$ cat src/rtl/mips_cpu_pkg.sv
// Shared types and constants for the multicycle Harvard core and its bus bridge.
package mips_cpu_pkg;

   typedef enum logic [2:0] {
      CHECK  = 3'd0,
      IFETCH = 3'd1,
      DATA   = 3'd2,
      STEP   = 3'd3,
      HALT   = 3'd4
   } bridge_state_t;

   localparam logic [3:0] BUS_BE_WORD = 4'hF;

endpackage

$ cat src/rtl/mips_cpu_harvard_bus_bridge.sv
// Serialises the core's instruction and data ports onto one wait-stated bus
// and strobes the core's clock enable once both read buffers are settled.
module mips_cpu_harvard_bus_bridge
   import mips_cpu_pkg::*;
#(
   parameter bit SKIP_REFETCH = 1'b1
) (
   input  logic        clk,
   input  logic        reset,
   input  logic        cpu_active,
   output logic        cpu_clk_enable,
   input  logic [31:0] instr_address,
   output logic [31:0] instr_readdata,
   input  logic [31:0] data_address,
   input  logic        data_read,
   input  logic        data_write,
   input  logic [31:0] data_writedata,
   output logic [31:0] data_readdata,
   output logic [31:0] bus_address,
   output logic        bus_read,
   output logic        bus_write,
   output logic [3:0]  bus_byteenable,
   output logic [31:0] bus_writedata,
   input  logic        bus_waitrequest,
   input  logic [31:0] bus_readdata
);

   bridge_state_t state;
   logic [29:0]   itag;
   logic          ivalid;
   logic          hit;
   logic          data_req;
   logic [31:0]   data_word_addr;
   logic          unused_lsbs;

   assign hit            = SKIP_REFETCH && ivalid &&
                           (itag == instr_address[31:2]);
   assign data_req       = data_read | data_write;
   assign data_word_addr = {data_address[31:2], 2'b00};
   assign unused_lsbs    = ^{instr_address[1:0], data_address[1:0]};

   always_ff @(posedge clk) begin
      if (reset) begin
         state          <= CHECK;
         itag           <= '0;
         ivalid         <= 1'b0;
         cpu_clk_enable <= 1'b0;
         instr_readdata <= '0;
         data_readdata  <= '0;
         bus_address    <= '0;
         bus_read       <= 1'b0;
         bus_write      <= 1'b0;
         bus_byteenable <= 4'h0;
         bus_writedata  <= '0;
      end else begin
         cpu_clk_enable <= 1'b0;
         unique case (state)
            CHECK: begin
               if (!cpu_active) begin
                  state <= HALT;
               end else if (!hit) begin
                  state          <= IFETCH;
                  bus_address    <= {instr_address[31:2], 2'b00};
                  bus_read       <= 1'b1;
                  bus_byteenable <= BUS_BE_WORD;
               end else if (data_req) begin
                  state          <= DATA;
                  bus_address    <= data_word_addr;
                  bus_write      <= data_write;
                  bus_read       <= data_read & ~data_write;
                  bus_writedata  <= data_writedata;
                  bus_byteenable <= BUS_BE_WORD;
               end else begin
                  state          <= STEP;
                  cpu_clk_enable <= 1'b1;
               end
            end
            IFETCH: begin
               if (!bus_waitrequest) begin
                  instr_readdata <= bus_readdata;
                  itag           <= instr_address[31:2];
                  ivalid         <= 1'b1;
                  if (data_req) begin
                     state         <= DATA;
                     bus_address   <= data_word_addr;
                     bus_write     <= data_write;
                     bus_read      <= data_read & ~data_write;
                     bus_writedata <= data_writedata;
                  end else begin
                     state          <= STEP;
                     cpu_clk_enable <= 1'b1;
                     bus_read       <= 1'b0;
                     bus_byteenable <= 4'h0;
                  end
               end
            end
            DATA: begin
               if (!bus_waitrequest) begin
                  // A store into the buffered word must force a refetch.
                  if (bus_write && (bus_address[31:2] == itag))
                     ivalid <= 1'b0;
                  if (bus_read)
                     data_readdata <= bus_readdata;
                  state          <= STEP;
                  cpu_clk_enable <= 1'b1;
                  bus_read       <= 1'b0;
                  bus_write      <= 1'b0;
                  bus_byteenable <= 4'h0;
               end
            end
            STEP: state <= CHECK;
            HALT: state <= HALT;
            default: state <= CHECK;
         endcase
      end
   end

endmodule

$ cat config.mk
export PLATFORM = sky130hd
export DESIGN_NAME = mips_cpu_harvard_bus_bridge
export DESIGN_NICKNAME = d
export VERILOG_FILES = /design/src/rtl/mips_cpu_pkg.sv /design/src/rtl/mips_cpu_harvard_bus_bridge.sv
export SDC_FILE = /design/constraint.sdc
export NUM_CORES = 1
export LEC_CHECK = 0
export CORE_MARGIN = 1
export CORE_UTILIZATION = 26
export CTS_BUF_LIST = sky130_fd_sc_hd__clkbuf_16
export DETAILED_ROUTE_END_ITERATION = 12
export DONT_BUFFER_PORTS = 1
export PLACE_DENSITY = 0.4
export SYNTH_ARGS = -nofsm -noshare
export SYNTH_HDL_FRONTEND = slang
export SYNTH_SLANG_ARGS = --single-unit
$ cat constraint.sdc
create_clock -name clk -period 2.5 [get_ports clk]
set_input_delay 0.25 -clock clk [delete_from_list [all_inputs] [get_ports clk]]
set_output_delay 0.25 -clock clk [all_outputs]
set_load 0.02 [all_outputs]
Figure 1. Clock distribution (run 1).
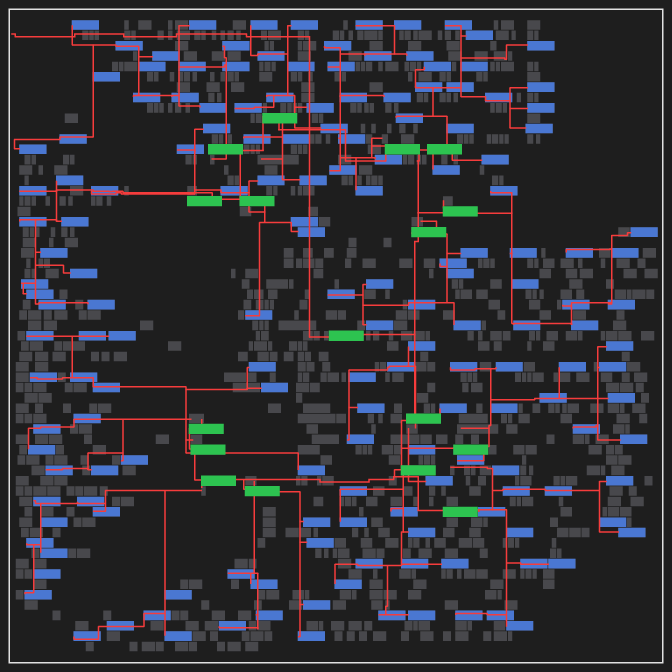
[green] cells driving clock nets | count: 17
[blue] flip-flops | count: 166
[red] clock wires | length: 2,540 um
routed clock nets: 18
clock power share: 40.1%
clock network power: 0.00268 W
Worst Skew: 0.0156 ns
clk ins delay skew pair: 0.43 ns

Figure 2. Cells by drive strength (run 1).
The bar under the picture is 50 um long.
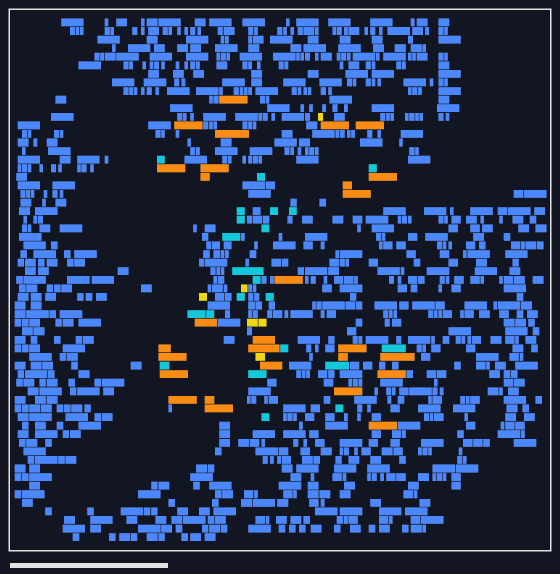
| colour | size | cells |
|---|---|---|
| cyan | drive 3 to 4 | 22 |
| orange | drive 6 and up | 28 |
| yellow | drive 2 | 6 |
| blue | drive 1 or less | 914 |
Finished Cell Area: 9560 sq um
Area growth, synth to finish: 28.5%
final worst slack: 0.218 ns
Non-clk bufs: 133

Figure 3. Clock nets (run 1).
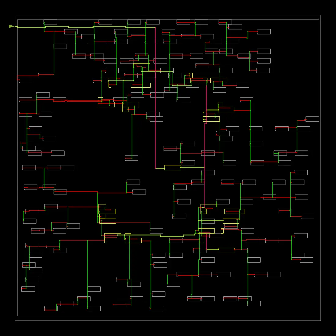
clock buffer count: 17
clock sink count: 166
TritonCTS buffer count: 17
registers: 166

==> impl_metrics.json, run 1 <==
{
  "coreArea_sq_um": 28000,
  "synth_area_sq_um": 7440,
  "first_pass_iters": 4,
  "grt_max_degree": 131,
  "worstSetupEndpointType": "flip-flop",
  "crit_family": "buffers and inverters",
  "clk_pin_slew_worst_paths_ns": 0.07,
  "comb_power_w": 0.000919,
  "crit_fanout": 32,
  "port_buffers": 0,
  "netlist_instances": 869,
  "yosysUniqueCellTypes": 39,
  "drive_gt1_share_pct": 5.77,
  "power_density_nw_per_um2": 698,
  "avgRoutedWirePerCell_um": 19.0,
  "cts_hold_buffers": 118,
  "lay_top_cells": "nand2_1, dfxtp_1, dlygate4sd3_1",
  "cts_root_buffer": "clkbuf_16",
  "synth-edff-count": 0,
  "worstSetupPathType": "flip-flop to flip-flop",
  "io_pins": 269,
  "postLayoutCoreUtil_pct": 34.1,
  "leakage_nw": 3.41,
  "p_seq_share_pct": 46.1,
  "cp_num_buf_inv": 2,
  "clockBufferDepth": 2,
  "grt-ovfl-total": 0,
  "crit_path_start_kind": "flip-flop",
  "netlist_top_cells_count": "nand2_1, dfxtp_1, a21oi_1",
  "most_common_cell": "nand2_1",
  "final_nets": 1091,
  "drt_iter0_markers": 334,
  "status": "completed",
  "postSynthAreaPerCell_sq_um": 8.57,
  "row_count": 61,
  "yosys_area_sq_um": 7440,
  "postCtsResizedCells": 0,
  "intPower_w": 0.00470,
  "track_usage_pct": 17.2,
  "finalHoldViolCount": 0,
  "antenna_left": 0,
  "crit_arrival_ns": 2.66,
  "yosysTopAreaCellShare_pct": 44.6,
  "top_power_group": "registers",
  "worst_pin_slew_ns": 0.873,
  "fin_crit_sh_pct": 91.3,
  "htree_num_levels": 4,
  "grt_pass1_vias": 6123,
  "top_cells_by_area": "dfxtp_1, nand2_1, mux2i_1, nand2b_1, xnor2_1",
  "routed_wl_um": 25700
}
[run 1: area by class of cell]
type                            count  area, sq um  share of cell area (%)
Tap cell                          378          473                    4.95
Multi-Input combinational cell    605         3710                    38.8
Sequential cell                   166         3320                    34.7
Clock buffer                       17          425                    4.45
Timing Repair Buffer              133         1350                    14.1
Antenna cell                        1         2.50                  0.0262
Clock inverter                     15          154                    1.61
Inverter                           34          128                    1.33
[run 1: worst paths after layout]
check | start | endpoint | cells after the start
setup / recovery | state[2]$_SDFFE_PP0P_ | data_readdata[10]$_SDFFE_PP0P_ | 6
hold reg to reg | itag[7]$_SDFFE_PP0P_ | itag[7]$_SDFFE_PP0P_ | 2
hold / removal | reset | bus_writedata[1]$_SDFFE_PP0P_ | 2
setup reg to reg | state[2]$_SDFFE_PP0P_ | data_readdata[10]$_SDFFE_PP0P_ | 6
[run 1: through the flow]
| stage | area (sq um) | power [W] |
|---|---|---|
| final | 9560 | 0.00667 |
| after detailed placement | 7780 | 0.00387 |
| after global routing | 9560 | 0.00697 |
| after global placement | 7780 | 0.00387 |
| after floorplan | 7440 | 0.00367 |
| after CTS | 9560 | 0.00678 |
[run 1: registers in the layout, summed over array words and instances (netlist names), 3 cells and up]
| signal | count |
|---|---|
| itag | 30 |
| bus_writedata | 32 |
| bus_address | 32 |
| instr_readdata | 32 |
| state | 3 |
| data_readdata | 32 |
[run 1: cell families after synthesis]
group	count (synthesis)	share of synthesized area, %
XOR/XNOR	60	7.06
AND-OR/OR-AND	148	12.2
buffers and inverters	98	5.90
AND/OR/NAND/NOR	335	21.9
multiplexers	62	8.34
flip-flops	166	44.6
[run 1: metal layers]
metal	global-route usage, %	up-vias	part of all wire (%)
met3	5.50	19	7.4
met2	27.8	204	48
met1	21.6	2913	44
met4	5.09	0	1.4
li1	-	3064	-
met5	0	-	0
Figure 4. Pin map (run 1).
Pins as bars across the die edge, other pins in grey.
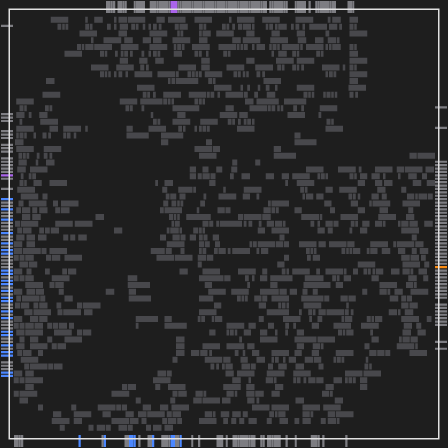

==> inputs of run 2 (changes only) <==
--- a/config.mk
+++ b/config.mk
@@ -11,6 +11,7 @@
 export DETAILED_ROUTE_END_ITERATION = 12
 export DONT_BUFFER_PORTS = 1
 export PLACE_DENSITY = 0.4
+export SETUP_SLACK_MARGIN = 0.4
 export SYNTH_ARGS = -nofsm -noshare
 export SYNTH_HDL_FRONTEND = slang
 export SYNTH_SLANG_ARGS = --single-unit
Figure 5. Pin map (run 2).
Pins as bars across the die edge, other pins in grey.
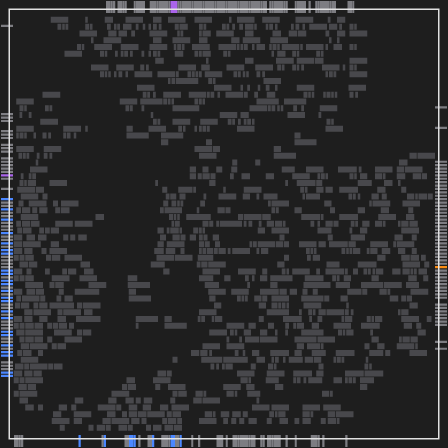
| colour | port | pins | direction | edge |
|---|---|---|---|---|
| purple | bus_byteenable | 4 | output | 3 top, 1 left |
| blue | bus_writedata | 32 | output | 23 left, 9 bottom |
| orange | bus_write | 1 | output | right |
all pins by edge: 90 top, 70 left, 57 bottom, 52 right
die width: 171 um
Die H: 171 um

Figure 6. Clock distribution (run 2).
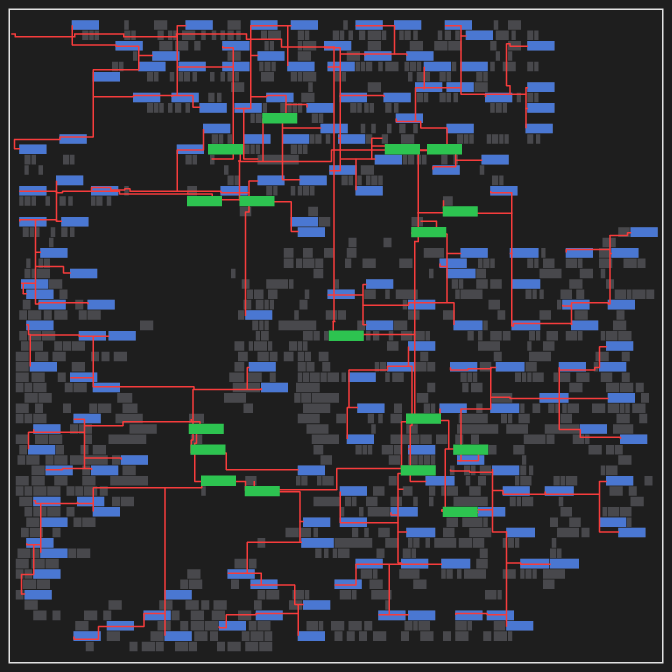
[green] cells driving clock nets | count: 17
[blue] flip-flops | count: 166
[red] clock wires | length: 2,550 um
routed clock nets: 18
clock power share: 40.0%
Worst Skew: 0.0164 ns

==> run 2 against run 1 <==
The flow now finishes with violations (negative hold slack). Total power up 0.29%. Setup slack improved by 0.12 ns. Design area is 1.8% higher. Non-clock buffer count down 11. Worst hold slack lost 0.10 ns.
==> impl_metrics.json, run 2 <==
{
  "status": "finished, violations left",
  "violations": "negative hold slack",
  "layout_min_cycle_time_ns": 2.16,
  "grt_pass1_wl_um": 35000,
  "hp-start": "reset",
  "top_cells_by_area": "dfxtp_1, nand2_1, mux2i_1, nand2b_1, xnor2_1",
  "row_count": 61,
  "coreArea_sq_um": 28000,
  "power_density_nw_per_um2": 687,
  "grt_use_met1_pct": 20.1,
  "met2_usage_pct": 26.0,
  "cp-endpoint": "bus_writedata[28]$_SDFFE_PP0P_",
  "drv_cap": 0,
  "netlist_instances": 869,
  "r2r-start": "itag[26]$_SDFFE_PP0P_",
  "clkSinkCount": 166,
  "max_stage_delay_ns": 0.37,
  "vias": 6147,
  "startpoint": "itag[26]$_SDFFE_PP0P_",
  "port_buffers": 0,
  "holdWs_ns": -0.0812,
  "timing.final.max_slew_violations": 0,
  "netlist_top_cells_count": "nand2_1, dfxtp_1, a21oi_1",
  "grt-ovfl-total": 0,
  "swShare_pct": 29.2,
  "leakage_nw": 3.42,
  "yosys_area_sq_um": 7440,
  "htree_num_levels": 4,
  "syn_nets": 1003,
  "lay_top_cells": "nand2_1, dfxtp_1, a21oi_1",
  "finalSetupViolations": 0,
  "clockBufferDepth": 2,
  "cp_num_buf_inv": 4,
  "stdcell_count": 1337,
  "clk_latency_ns": 0.43,
  "crit_path_start_kind": "flip-flop",
  "grt_max_degree": 201,
  "routed_wl_um": 25000,
  "cp.depth": 10,
  "dp.cells": 1198,
  "crit_family": "simple AND/OR/NAND/NOR gates",
  "rr_endpoint": "bus_writedata[28]$_SDFFE_PP0P_",
  "ys_cells": 869,
  "hpwlAfterDp_um": 15600,
  "tns_ns": 0,
  "synth_area_sq_um": 7440,
  "min_to": "instr_readdata[10]$_SDFFE_PP0P_",
  "drive_gt1_share_pct": 11.4,
  "p_seq_share_pct": 46.0,
  "top_usage_layer": "met2",
  "first_pass_iters": 4,
  "postSynthAreaPerCell_sq_um": 8.57,
  "io_pins": 269,
  "die_area_sq_um": 29300,
  "crit_fanout": 8,
  "drt-vias-per-instance": 4.60,
  "crit_arrival_ns": 2.52,
  "worstRegToRegCells": 10,
  "area_delta_synth_final_pct": 30.8,
  "postCtsResizedCells": 23,
  "worstSetupPathType": "flip-flop to flip-flop",
  "use_met3_pct": 5.66,
  "worstSetupEndpointType": "flip-flop",
  "synth-edff-count": 0,
  "yosysUniqueCellTypes": 39,
  "drt_iter0_markers": 380,
  "rsz0062_at_grt": "true",
  "antenna_found_initial": 1,
  "yosysTopAreaCellShare_pct": 44.6,
  "cts_root_buffer": "clkbuf_16",
  "worstPathRequired_ns": 2.86,
  "cts_buffers": 17,
  "track_usage_pct": 16.0,
  "cts_hold_buffers": 52,
  "worst_pin_slew_ns": 0.873,
  "clk_pin_slew_worst_paths_ns": 0.08,
  "cpMaxStageDelayCell": "dfxtp_4",
  "antenna_cells": 0,
  "fillers": 2920,
  "avgRoutedWirePerCell_um": 18.7,
  "grt_pass1_vias": 5706,
  "intPower_w": 0.00474,
  "antenna_left": 0,
  "rrSetupSlack_ns": 0.34,
  "finalHoldViolCount": 46,
  "hold_path_depth": 1,
  "final_nets": 1080,
  "most_common_cell": "nand2_1",
  "fin_crit_sh_pct": 86.5
}
-- run 2: power groups by stage --
stage                     logic, W  registers (W)  clock network, W
after floorplan           0.000596        0.00308                 0
after global placement    0.000724        0.00314                 0
after detailed placement  0.000730        0.00314                 0
after CTS                 0.000821        0.00308           0.00277
after global routing       0.00102        0.00310           0.00287
final                     0.000933        0.00308           0.00268
-- run 2: per-layer routing --
metal	part of all wire, %	wire length, um	vias to the layer above
li1	-	-	3045
met1	44	10900	2906
met2	48	12100	183
met3	7.3	1820	13
met4	0.76	189	0
met5	0	0	-
-- run 2: through the flow --
stage,hold WS (ns),power (W),utilization [%],instance area [sq um],setup slack [ns]
2_1_floorplan,0.371,0.00367,-,7440,0.606
3_3_place_gp,0.341,0.00387,27.8,7780,0.196
3_5_place_dp,0.344,0.00387,27.8,7780,0.190
4_1_cts,-0.119,0.00667,32.7,9170,0.384
5_1_grt,-0.111,0.00699,34.8,9740,0.193
6_report,-0.0812,0.00669,34.8,9740,0.338
-- run 2: cells by family (layout without fill, tap and decap cells) --
group / count (synthesis) / after routing / share of synthesized area, %
muxes: 62 / 62 / 8.34
buffers and inverters: 98 / 188 / 5.90
AOI/OAI and AO/OA: 148 / 148 / 12.2
and+or+nand+nor: 335 / 335 / 21.9
xor gates and xnor gates: 60 / 60 / 7.06
DFF: 166 / 166 / 44.6
-- run 2: layout make-up --
type / count / area, sq um / area share [%]
clock buffers: 17 / 425 / 4.37
clock inverters: 15 / 154 / 1.58
inverters: 34 / 128 / 1.31
multi-input cells: 605 / 3870 / 39.8
flip-flops and latches: 166 / 3350 / 34.4
well taps: 378 / 473 / 4.86
repair buffers: 122 / 1340 / 13.8
Figure 7. Cells by drive strength (run 2).
The bar under the picture is 50 um long.
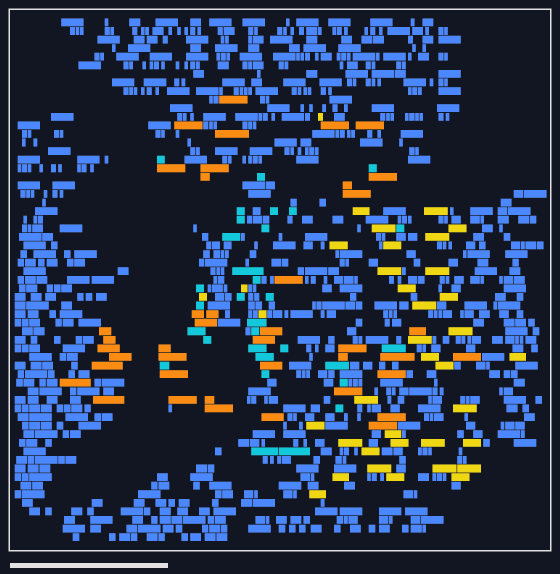

==> inputs of run 3 (changes only) <==
--- a/config.mk
+++ b/config.mk
@@ -5,6 +5,7 @@
 export SDC_FILE = /design/constraint.sdc
 export NUM_CORES = 1
 export LEC_CHECK = 0
+export CORE_ASPECT_RATIO = 1.25
 export CORE_MARGIN = 1
 export CORE_UTILIZATION = 26
 export CTS_BUF_LIST = sky130_fd_sc_hd__clkbuf_16
Figure 8. Cells by drive strength (run 3).
The bar under the picture is 50 um long.
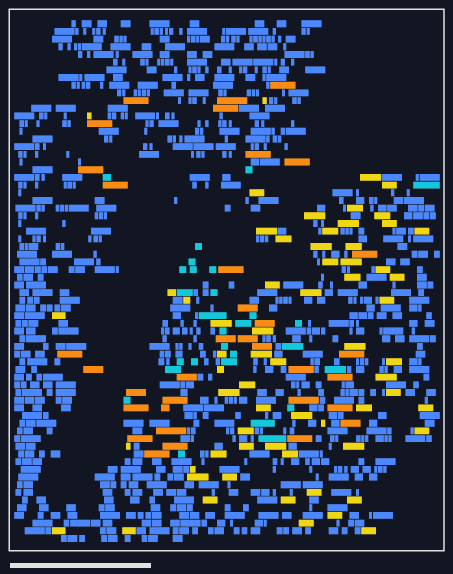
| colour | size | cells | most used |
|---|---|---|---|
| orange | drive 6 and up | 34 | clkbuf_16 |
| blue | drive 1 or less | 828 | nand2_1 |
| cyan | drive 3 to 4 | 28 | buf_4 |
| yellow | drive 2 | 64 | a221oi_2 |
Area growth, synth to finish: 31.5%
Finished Cell Area: 9790 sq um
Non-clk bufs: 117
final worst slack: 0.431 ns

==> run 3 against run 2 <==
Non-clock buffer count decreased by 5. Critical path depth is 1 lower. Final cell count decreased by 2.4%. The flow still finishes with violations (negative hold slack). Total power up 1.2%. Sequential power about the same. Clock power about the same. Setup slack better by 0.094 ns. Synthesized cell count is the same. Highest routed layer is now met5. Sequential share of layout area down 0.16 points.
==> impl_metrics.json, run 3 <==
{
  "hpwlAfterDp_um": 15800,
  "p_seq_share_pct": 45.6,
  "first_pass_iters": 4,
  "layout_min_cycle_time_ns": 2.07,
  "fin_crit_sh_pct": 82.7,
  "cpMaxStageDelayCell": "nor4_4",
  "worstPathRequired_ns": 2.80,
  "clockBufferDepth": 2,
  "dp.cells": 1170,
  "netlist_top_cells_count": "nand2_1, dfxtp_1, a21oi_1",
  "top_power_group": "registers",
  "die_h_um": 191,
  "die_w_um": 153,
  "lay_top_cells": "nand2_1, dfxtp_1, a21oi_1",
  "clk_latency_ns": 0.43,
  "io_pins": 269,
  "power_density_nw_per_um2": 691,
  "status": "finished, violations left",
  "finalSetupViolations": 0,
  "clock_power_share_pct": 39.8,
  "finalHoldViolCount": 57,
  "clkSinkCount": 166,
  "leakage_nw": 3.41,
  "postLayoutCoreUtil_pct": 35.1,
  "drt_iter0_markers": 275,
  "most_common_cell": "nand2_1",
  "crit_family": "simple AND/OR/NAND/NOR gates",
  "yosysTopAreaCellShare_pct": 44.6,
  "vias": 6099,
  "coreArea_sq_um": 27900,
  "grt_max_degree": 201,
  "seq_power_w": 0.00309,
  "crit_fanout": 8,
  "cts_buffers": 17,
  "comb_power_w": 0.000992,
  "cp_num_buf_inv": 3,
  "stdcell_count": 1305,
  "htree_num_levels": 4,
  "holdWs_ns": -0.110,
  "fillers": 2917,
  "swShare_pct": 28.4,
  "worstSetupPathType": "flip-flop to flip-flop",
  "row_count": 68,
  "drive_gt1_share_pct": 13.2,
  "synth-edff-count": 0,
  "violations": "negative hold slack",
  "crit_path_start_kind": "flip-flop",
  "dpl_cell_area_sq_um": 7750,
  "antenna_found_initial": 3,
  "worstSetupEndpointType": "flip-flop",
  "tns_ns": 0,
  "drt-vias-per-instance": 4.67,
  "ys_cells": 869,
  "track_usage_pct": 16.0,
  "rsz0062_at_grt": "true",
  "preCtsSetupSlack_ns": 0.223,
  "grt_pass1_vias": 5939,
  "die_area_sq_um": 29300,
  "syn_nets": 1003,
  "drv_cap": 0,
  "cts_root_buffer": "clkbuf_16",
  "antenna_left": 0,
  "routed_wl_um": 24400,
  "timing.final.max_slew_violations": 0
}
Figure 9. Clock nets (run 3).
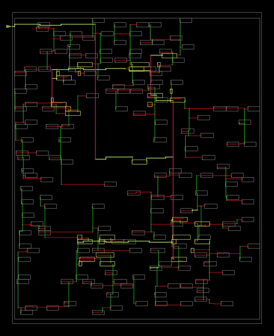
Worst Skew: 0.00910 ns
clock network power: 0.00269 W

## run 3: timing repair
action                                  4_1_cts  5_1_grt
endpoints found under the setup margin       64       66
hold buffers                                 60       30
pin swaps                                     8       17
resized                                       9       62
gates cloned                                  0        5
setup buffers                                 3        4
hold endpoints to repair                    163      129
## run 3: path summary, 6_finish.rpt
path	start	end	slack, ns	cells after the start
setup / recovery	itag[26]$_SDFFE_PP0P_	bus_address[15]$_SDFFE_PP0P_	0.43	9
hold reg to reg	itag[24]$_SDFFE_PP0P_	itag[24]$_SDFFE_PP0P_	0.48	2
setup reg to reg	itag[26]$_SDFFE_PP0P_	bus_address[15]$_SDFFE_PP0P_	0.43	9
hold / removal	reset	bus_address[25]$_SDFFE_PP0P_	-0.11	1
## run 3: layer usage
metal | wire length [um] | GRT usage (%) | vias up
li1 | - | - | 3027
met1 | 9890 | 18.2 | 2869
met2 | 12600 | 28.3 | 182
met3 | 1650 | 5.19 | 19
met4 | 262 | 4.77 | 2
met5 | 13 | 0 | -
## run 3: cell type report
class / instances / area (sq um) / share of cell area, %
Timing Repair Buffer: 117 / 1290 / 13.1
Antenna cell: 1 / 2.50 / 0.0256
Tap cell: 350 / 438 / 4.47
Clock buffer: 17 / 425 / 4.34
Clock inverter: 15 / 161 / 1.65
Sequential cell: 166 / 3350 / 34.2
Multi-Input combinational cell: 605 / 4000 / 40.9
Inverter: 34 / 128 / 1.30
## run 3: cell families after synthesis
family | after synthesis | share of synthesized area [%]
buffers and inverters | 98 | 5.90
AND/OR/NAND/NOR | 335 | 21.9
flip-flops | 166 | 44.6
AND-OR/OR-AND | 148 | 12.2
XOR/XNOR | 60 | 7.06
multiplexers | 62 | 8.34
Power is estimated from default activity; no workload was simulated.
